### The metal 2 layer, run 1

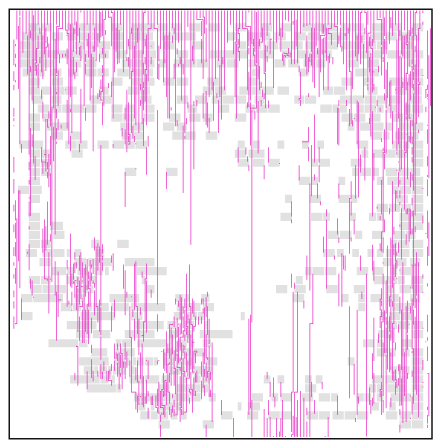
### Clock distribution, run 1

The bar under the picture is 50 µm long.
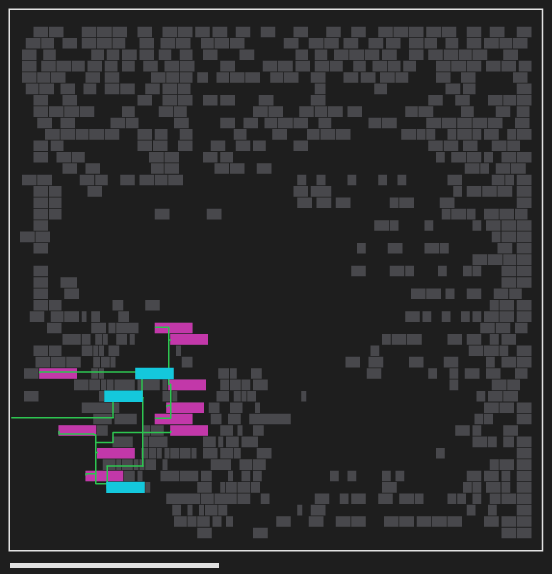
### Routed metal, one color a layer, run 1

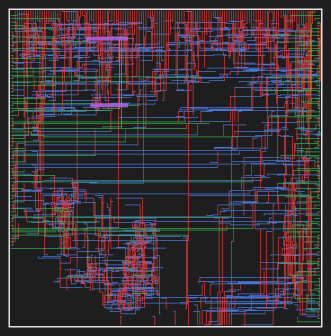
File: config.mk
export PLATFORM = sky130hd
export DESIGN_NAME = fb_bus_arbiter
export DESIGN_NICKNAME = d
export VERILOG_FILES = /design/src/rtl/fb_bus_arbiter.sv
export SDC_FILE = /design/constraint.sdc
export NUM_CORES = 1
export LEC_CHECK = 0
export CORE_AREA = 2 2 125 127
export DETAILED_ROUTE_END_ITERATION = 10
export DIE_AREA = 0 0 127 129
export PLACE_DENSITY = 0.61
export SETUP_SLACK_MARGIN = 0.5
export SKIP_LAST_GASP = 1
export SYNTH_ARGS = -nofsm -noshare
export SYNTH_HDL_FRONTEND = slang
export SYNTH_SLANG_ARGS = --single-unit
File: constraint.sdc
create_clock -name clk_i -period 3.9 [get_ports clk_i]
set_clock_uncertainty 0.05 [all_clocks]
set_input_delay 0.585 -clock clk_i [delete_from_list [all_inputs] [get_ports clk_i]]
set_output_delay 0.585 -clock clk_i [all_outputs]
set_load 0.005 [all_outputs]
File: src/rtl/fb_bus_arbiter.sv
// Two-port pipelined Wishbone arbiter for framebuffer memory: video fetch vs CPU window.
// Optional CPU anti-starvation timer enabled by defining FB_ARB_STARVE_EN.
module fb_bus_arbiter #(
  parameter int OCNT_W       = 8,
  parameter int STARVE_LIMIT = 64
) (
  input  logic        clk_i,
  input  logic        rst_ni,
  // video fetch port (read-only traffic)
  input  logic        video_cyc_i,
  input  logic        video_stb_i,
  input  logic        video_we_i,
  input  logic [3:0]  video_sel_i,
  input  logic [31:0] video_adr_i,
  input  logic [31:0] video_dat_i,
  output logic        video_stall_o,
  output logic        video_ack_o,
  output logic [31:0] video_dat_o,
  // cpu framebuffer window port
  input  logic        cpu_cyc_i,
  input  logic        cpu_stb_i,
  input  logic        cpu_we_i,
  input  logic [3:0]  cpu_sel_i,
  input  logic [31:0] cpu_adr_i,
  input  logic [31:0] cpu_dat_i,
  output logic        cpu_stall_o,
  output logic        cpu_ack_o,
  output logic [31:0] cpu_dat_o,
  // shared memory port
  output logic        mem_cyc_o,
  output logic        mem_stb_o,
  output logic        mem_we_o,
  output logic [3:0]  mem_sel_o,
  output logic [31:0] mem_adr_o,
  output logic [31:0] mem_dat_o,
  input  logic        mem_stall_i,
  input  logic        mem_ack_i,
  input  logic [31:0] mem_dat_i,
  output logic [1:0]  owner_o
);

  localparam logic [1:0] S_IDLE  = 2'd0;
  localparam logic [1:0] S_VIDEO = 2'd1;
  localparam logic [1:0] S_CPU   = 2'd2;
  localparam logic [1:0] S_DRAIN = 2'd3;
  localparam logic [OCNT_W-1:0] OCNT_MAX = '1;

  logic [1:0]        state_q, state_d;
  logic [OCNT_W-1:0] ocnt_q, ocnt_d;
  logic              vid_g, cpu_g, grant, full, ack_ok, inc, starve_win;
  logic              own_cyc, own_stb, own_we;
  logic [3:0]        own_sel;
  logic [31:0]       own_adr, own_dat;

  assign vid_g   = (state_q == S_VIDEO);
  assign cpu_g   = (state_q == S_CPU);
  assign grant   = vid_g | cpu_g;
  assign full    = (ocnt_q == OCNT_MAX);
  // acks with nothing outstanding are stale (e.g. from before a reset)
  assign ack_ok  = mem_ack_i & (ocnt_q != '0);
  assign owner_o = state_q;

  always_comb begin
    own_cyc = 1'b0;
    own_stb = 1'b0;
    own_we  = 1'b0;
    own_sel = '0;
    own_adr = '0;
    own_dat = '0;
    if (vid_g) begin
      own_cyc = video_cyc_i;
      own_stb = video_stb_i;
      own_we  = video_we_i;
      own_sel = video_sel_i;
      own_adr = video_adr_i;
      own_dat = video_dat_i;
    end else if (cpu_g) begin
      own_cyc = cpu_cyc_i;
      own_stb = cpu_stb_i;
      own_we  = cpu_we_i;
      own_sel = cpu_sel_i;
      own_adr = cpu_adr_i;
      own_dat = cpu_dat_i;
    end
  end

  assign mem_cyc_o = (state_q == S_DRAIN) | (grant & own_cyc);
  assign mem_stb_o = grant & own_cyc & own_stb & ~full;
  assign mem_we_o  = own_we;
  assign mem_sel_o = own_sel;
  assign mem_adr_o = own_adr;
  assign mem_dat_o = own_dat;

  assign video_stall_o = ~vid_g | mem_stall_i | full;
  assign video_ack_o   = vid_g & ack_ok;
  assign video_dat_o   = vid_g ? mem_dat_i : '0;
  assign cpu_stall_o   = ~cpu_g | mem_stall_i | full;
  assign cpu_ack_o     = cpu_g & ack_ok;
  assign cpu_dat_o     = cpu_g ? mem_dat_i : '0;

  assign inc = mem_stb_o & ~mem_stall_i;

  always_comb begin
    ocnt_d = ocnt_q;
    if (inc && !ack_ok)      ocnt_d = ocnt_q + 1'b1;
    else if (!inc && ack_ok) ocnt_d = ocnt_q - 1'b1;
  end

  // Grant is held for the whole cyc window; leaving it waits for outstanding acks.
  always_comb begin
    state_d = state_q;
    case (state_q)
      S_IDLE: begin
        if (cpu_cyc_i && starve_win) state_d = S_CPU;
        else if (video_cyc_i)        state_d = S_VIDEO;
        else if (cpu_cyc_i)          state_d = S_CPU;
      end
      S_VIDEO: if (!video_cyc_i) state_d = (ocnt_d == '0) ? S_IDLE : S_DRAIN;
      S_CPU:   if (!cpu_cyc_i)   state_d = (ocnt_d == '0) ? S_IDLE : S_DRAIN;
      default: if (ocnt_d == '0) state_d = S_IDLE;
    endcase
  end

  always_ff @(posedge clk_i or negedge rst_ni) begin
    if (!rst_ni) begin
      state_q <= S_IDLE;
      ocnt_q  <= '0;
    end else begin
      state_q <= state_d;
      ocnt_q  <= ocnt_d;
    end
  end

`ifdef FB_ARB_STARVE_EN
  localparam int TW = $clog2(STARVE_LIMIT + 1);
  logic [TW-1:0] starve_q, starve_d;

  assign starve_win = (starve_q >= TW'(STARVE_LIMIT));

  always_comb begin
    starve_d = starve_q;
    if (cpu_g)                          starve_d = '0;
    else if (cpu_cyc_i && !starve_win)  starve_d = starve_q + 1'b1;
  end

  always_ff @(posedge clk_i or negedge rst_ni) begin
    if (!rst_ni) starve_q <= '0;
    else         starve_q <= starve_d;
  end
`else
  assign starve_win = 1'b0;
`endif

endmodule

==> flow_results.xml, run 1 <==
<?xml version="1.0" encoding="UTF-8"?>
<metrics>
  <group name="run_status">
    <metric name="run_status" unit="">completed</metric>
  </group>
  <group name="floorplan">
    <metric name="die_width" unit="µm">127</metric>
    <metric name="dieArea" unit="µm²">16400</metric>
    <metric name="die_h" unit="µm">129</metric>
  </group>
  <group name="logic_synthesis">
    <metric name="synth_top_flop_cell" unit="">sky130_fd_sc_hd__dfrtp_1</metric>
    <metric name="synth-seq-area-share" unit="%">11.3</metric>
    <metric name="yosys-mux-area-fraction" unit="%">1.47</metric>
    <metric name="aoi_share" unit="%">39.3</metric>
    <metric name="synth_stat.cells" unit="">290</metric>
    <metric name="synth.largest_area_cell" unit="">sky130_fd_sc_hd__a22o_1</metric>
    <metric name="edf_count" unit="">0</metric>
  </group>
  <group name="setup_path">
    <metric name="critPathSlowestCell" unit="">sky130_fd_sc_hd__clkdlybuf4s50_1</metric>
    <metric name="critical_path_arrival" unit="ns">2.63</metric>
    <metric name="timing.critical_path.required" unit="ns">3.26</metric>
    <metric name="timing.critical_path.buf_inv" unit="">3</metric>
    <metric name="crit-reg2reg-launch" unit="">owner_o[0]$_DFFE_PN0P_</metric>
    <metric name="worstReg2RegEnd" unit="">owner_o[1]$_DFFE_PN0P_</metric>
  </group>
  <group name="place">
    <metric name="post_dp_cell_area" unit="µm²">5570</metric>
    <metric name="globalplace.congestion" unit="">0.847</metric>
    <metric name="place.port_buffers" unit="">318</metric>
  </group>
  <group name="cells_and_area">
    <metric name="mi_logic_area" unit="µm²">1850</metric>
    <metric name="layout-drive-gt1-share" unit="%">5.60</metric>
    <metric name="layout.nets" unit="">775</metric>
    <metric name="register_area" unit="µm²">250</metric>
    <metric name="flow.area_growth_from_synthesis" unit="%">158</metric>
  </group>
  <group name="global_route">
    <metric name="aggregate_global_routing_overflow" unit="">0</metric>
    <metric name="grt_pass1_wl" unit="mm">23.0</metric>
  </group>
  <group name="run">
    <metric name="log.warning_count" unit="">33</metric>
  </group>
  <group name="clock_tree">
    <metric name="htreeDepth" unit="">1</metric>
    <metric name="cts_sinks" unit="">10</metric>
  </group>
  <group name="routing">
    <metric name="firstDrtPassIters" unit="">4</metric>
    <metric name="post_drt_via_cell_ratio" unit="">4.65</metric>
  </group>
  <group name="final_timing">
    <metric name="tightestPinTransition" unit="ns">0.655</metric>
    <metric name="final.period_utilization" unit="%">83.6</metric>
    <metric name="timing.setup.tns" unit="ns">0</metric>
  </group>
  <group name="min_path">
    <metric name="worst_hold_path_type" unit="">reg2reg</metric>
  </group>
</metrics>
## Picture notes: 'The metal 2 layer'
share of all routed wire: 46%
wire length on this layer: 7770 µm
main direction: vertical
nets with wire on the layer: 699
total wirelength of the detailed-routed design: 17.0 mm
routed via count: 3623
met2 Track Usage GR: 30.3%

## Picture notes: 'Clock distribution'
[flip-flops] magenta | count: 10
[clock drivers] cyan | count: 3
[clock wires] green | length: 183 µm
routed clock nets: 4
power in the clock group: 205 µW
clock latency of the later-clocked register in the worst-skew pair: 0.24 ns
clock group share of total power: 6.0%

## Picture notes: 'Routed metal, one color a layer'
[metal 4] orange | wire length: 167 µm
[metal 3] green | wire length: 2190 µm
[metal 1] blue | wire length: 6860 µm
[metal 2] red | wire length: 7770 µm
[metal 5] purple | wire length: 29.4 µm
wire length per cell: 21.8 µm
aggregate global-route resource usage: 18.8%

run 1: per-layer routing:
metal,global-route usage [%],vias to the layer above,wire [µm]
li1,-,1692,-
met1,23.6,1710,6860
met2,30.3,201,7770
met3,9.36,16,2190
met4,2.07,4,167
met5,0,-,29
run 1: cell type report:
cell class                      instances  area share, %
Multi-Input combinational cell        243           32.4
Clock buffer                            4           1.56
Antenna cell                            2         0.0879
Tap cell                              188           4.13
Timing Repair Buffer                  324           56.9
Sequential cell                        10           4.39
Inverter                                8          0.527
run 1: flip-flops by register name (all words and copies together), names as in the netlist:
register / cells
owner_o: 2
ocnt_q: 8
run 1: where the power goes:
part | leakage, nW | internal, mW | switching, mW
clock network | 0.0442 | 0.154 | 0.0505
registers | 0.119 | 0.157 | 0.120
logic | 1.99 | 1.70 | 1.21
## Run 2: what changed since run 1
--- a/config.mk
+++ b/config.mk
@@ -5,10 +5,10 @@
 export SDC_FILE = /design/constraint.sdc
 export NUM_CORES = 1
 export LEC_CHECK = 0
-export CORE_AREA = 2 2 125 127
+export CORE_AREA = 2 2 123 125
 export DETAILED_ROUTE_END_ITERATION = 10
-export DIE_AREA = 0 0 127 129
-export PLACE_DENSITY = 0.61
+export DIE_AREA = 0 0 125 127
+export PLACE_DENSITY = 0.64
 export SETUP_SLACK_MARGIN = 0.5
 export SKIP_LAST_GASP = 1
 export SYNTH_ARGS = -nofsm -noshare
==> constraint.sdc (replaced) <==
create_clock -name clk_i -period 2.6 [get_ports clk_i]
set_clock_uncertainty 0.05 [all_clocks]
set_input_delay 0.39 -clock clk_i [delete_from_list [all_inputs] [get_ports clk_i]]
set_output_delay 0.39 -clock clk_i [all_outputs]
set_load 0.005 [all_outputs]
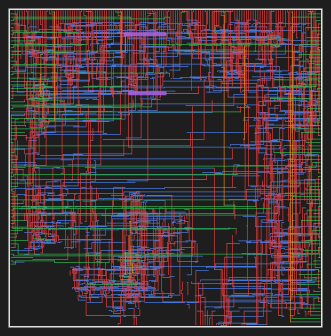
*Routed metal, one color a layer, run 2*
[metal 4] orange | wire length: 560 µm
[metal 1] blue | wire length: 7750 µm
[metal 3] green | wire length: 3010 µm
[metal 2] red | wire length: 9580 µm
[metal 5] purple | wire length: 29.4 µm
aggregate global-route resource usage: 23.0%
total wirelength of the detailed-routed design: 20.9 mm

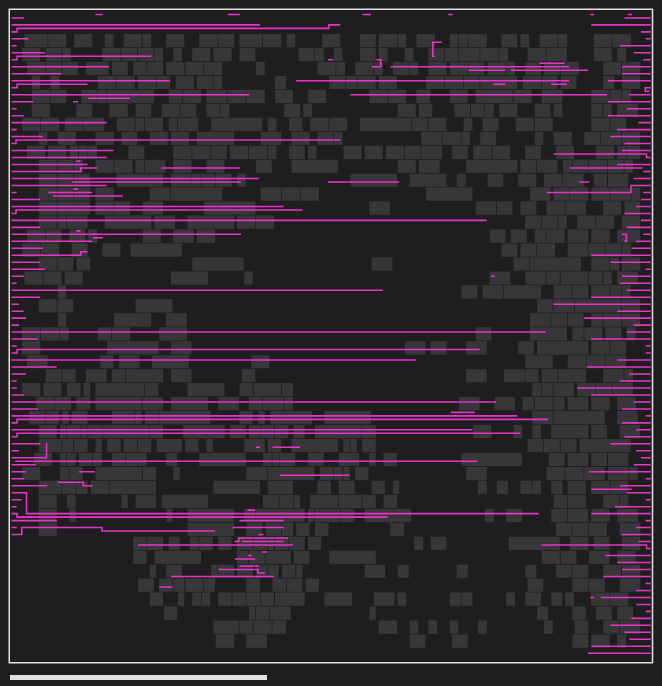
*M3 wires, run 2*
The bar under the picture is 50 µm long.
main direction: horizontal
share of all routed wire: 14%
nets with wire on the layer: 206
wire length on this layer: 3010 µm
longest straight run: 104 µm
routed via count: 4209
Global Route met3 Usage: 13.8%

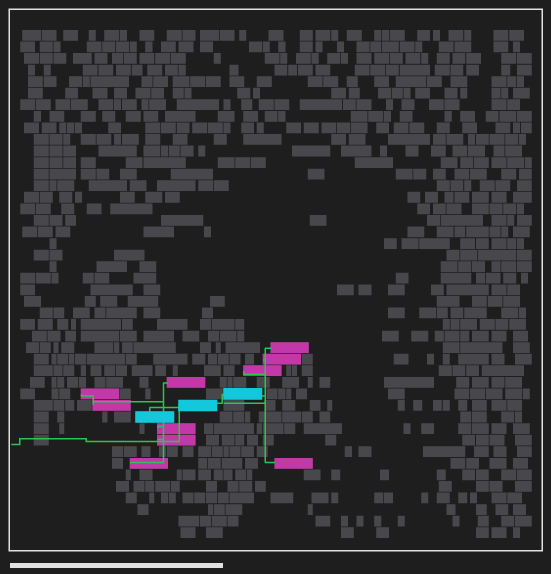
*Clock distribution, run 2*
The bar under the picture is 50 µm long.
[flip-flops] magenta | count: 10
[clock drivers] cyan | count: 3
[clock wires] green | length: 173 µm
routed clock nets: 4

==> flow_results.xml, run 2 <==
<?xml version="1.0" encoding="UTF-8"?>
<metrics>
  <group name="run_status">
    <metric name="run_status" unit="">complete, but fails checks</metric>
    <metric name="failed_checks" unit="">negative setup slack</metric>
  </group>
  <group name="setup_path">
    <metric name="worstReg2RegEnd" unit="">owner_o[1]$_DFFE_PN0P_</metric>
    <metric name="timing.critical_path.buf_inv" unit="">1</metric>
    <metric name="critPathSlowestCell" unit="">sky130_fd_sc_hd__mux4_2</metric>
    <metric name="critical_path_arrival" unit="ns">2.69</metric>
  </group>
  <group name="floorplan">
    <metric name="die_width" unit="µm">125</metric>
    <metric name="die_h" unit="µm">127</metric>
    <metric name="dieArea" unit="µm²">15900</metric>
  </group>
  <group name="final_timing">
    <metric name="timing.setup.tns" unit="ns">-0.0258</metric>
    <metric name="finalSetupViolCount" unit="">2</metric>
    <metric name="final_critical_path_setup_slack" unit="ns">-0.0254</metric>
    <metric name="tightestPinTransition" unit="ns">0.538</metric>
  </group>
  <group name="logic_synthesis">
    <metric name="synth.largest_area_cell" unit="">sky130_fd_sc_hd__a22o_1</metric>
    <metric name="synth_top_flop_cell" unit="">sky130_fd_sc_hd__dfrtp_1</metric>
    <metric name="synth_stat.cells" unit="">290</metric>
  </group>
  <group name="power">
    <metric name="netSwitchingFraction" unit="%">37.6</metric>
    <metric name="comb-power" unit="mW">7.27</metric>
    <metric name="switching_power" unit="mW">2.98</metric>
    <metric name="power_report.internal_total" unit="mW">4.94</metric>
    <metric name="power.clock.fraction" unit="%">3.8</metric>
    <metric name="top_power_group" unit="">combinational cells</metric>
    <metric name="powerClk" unit="µW">303</metric>
  </group>
  <group name="clock_tree">
    <metric name="cts_sinks" unit="">10</metric>
  </group>
  <group name="routing">
    <metric name="post_drt_via_cell_ratio" unit="">4.65</metric>
    <metric name="firstDrtPassIters" unit="">4</metric>
  </group>
  <group name="place">
    <metric name="place.port_buffers" unit="">318</metric>
    <metric name="post_dp_cell_area" unit="µm²">5900</metric>
    <metric name="globalplace.congestion" unit="">0.926</metric>
  </group>
  <group name="global_route">
    <metric name="aggregate_global_routing_overflow" unit="">0</metric>
    <metric name="grt_pass1_wl" unit="mm">27.4</metric>
  </group>
  <group name="cells_and_area">
    <metric name="layout.nets" unit="">902</metric>
    <metric name="largest_register_ff_count" unit="">8</metric>
    <metric name="non_clock_buffer_area_share" unit="%">63.1</metric>
    <metric name="comb_share" unit="%">28.4</metric>
    <metric name="num_antenna_cells" unit="">6</metric>
    <metric name="max_flop_register" unit="">ocnt_q</metric>
    <metric name="flow.area_growth_from_synthesis" unit="%">228</metric>
    <metric name="register_area" unit="µm²">250</metric>
    <metric name="largestClassByArea" unit="">buffers</metric>
    <metric name="clock_buffers" unit="">4</metric>
    <metric name="plain_repair_buffers" unit="">453</metric>
    <metric name="seq_share" unit="%">3.44</metric>
  </group>
  <group name="run">
    <metric name="log.warning_count" unit="">34</metric>
  </group>
</metrics>
## run 2: cell count changes in the layout (fill, tap and decap cells not counted), sizes merged
| cell | delta |
|---|---|
| dlymetal6s2s | +5 |
| diode | +4 |
| clkdlybuf4s50 | -138 |
| dlygate4sd2 | +4 |
| buf | +218 |
| nor2b | -2 |
| bufbuf | +1 |
| clkbuf | +39 |
## run 2: layer usage
layer | wire (µm) | GRT usage, %
met5 | 29 | 0
met4 | 559 | 4.51
met3 | 3010 | 13.8
met2 | 9580 | 38.1
met1 | 7750 | 25.7
## run 2: cells by family after synthesis
group / synth area share [%]
buffers and inverters: 7.18
flip-flops: 11.3
multiplexers: 1.47
adder cells (fa/ha/maj): 3.96
AND/OR/NAND/NOR: 35.2
AND-OR/OR-AND: 39.3
XOR/XNOR: 1.64
No activity file was given, so power comes from the tool's default toggle rates.
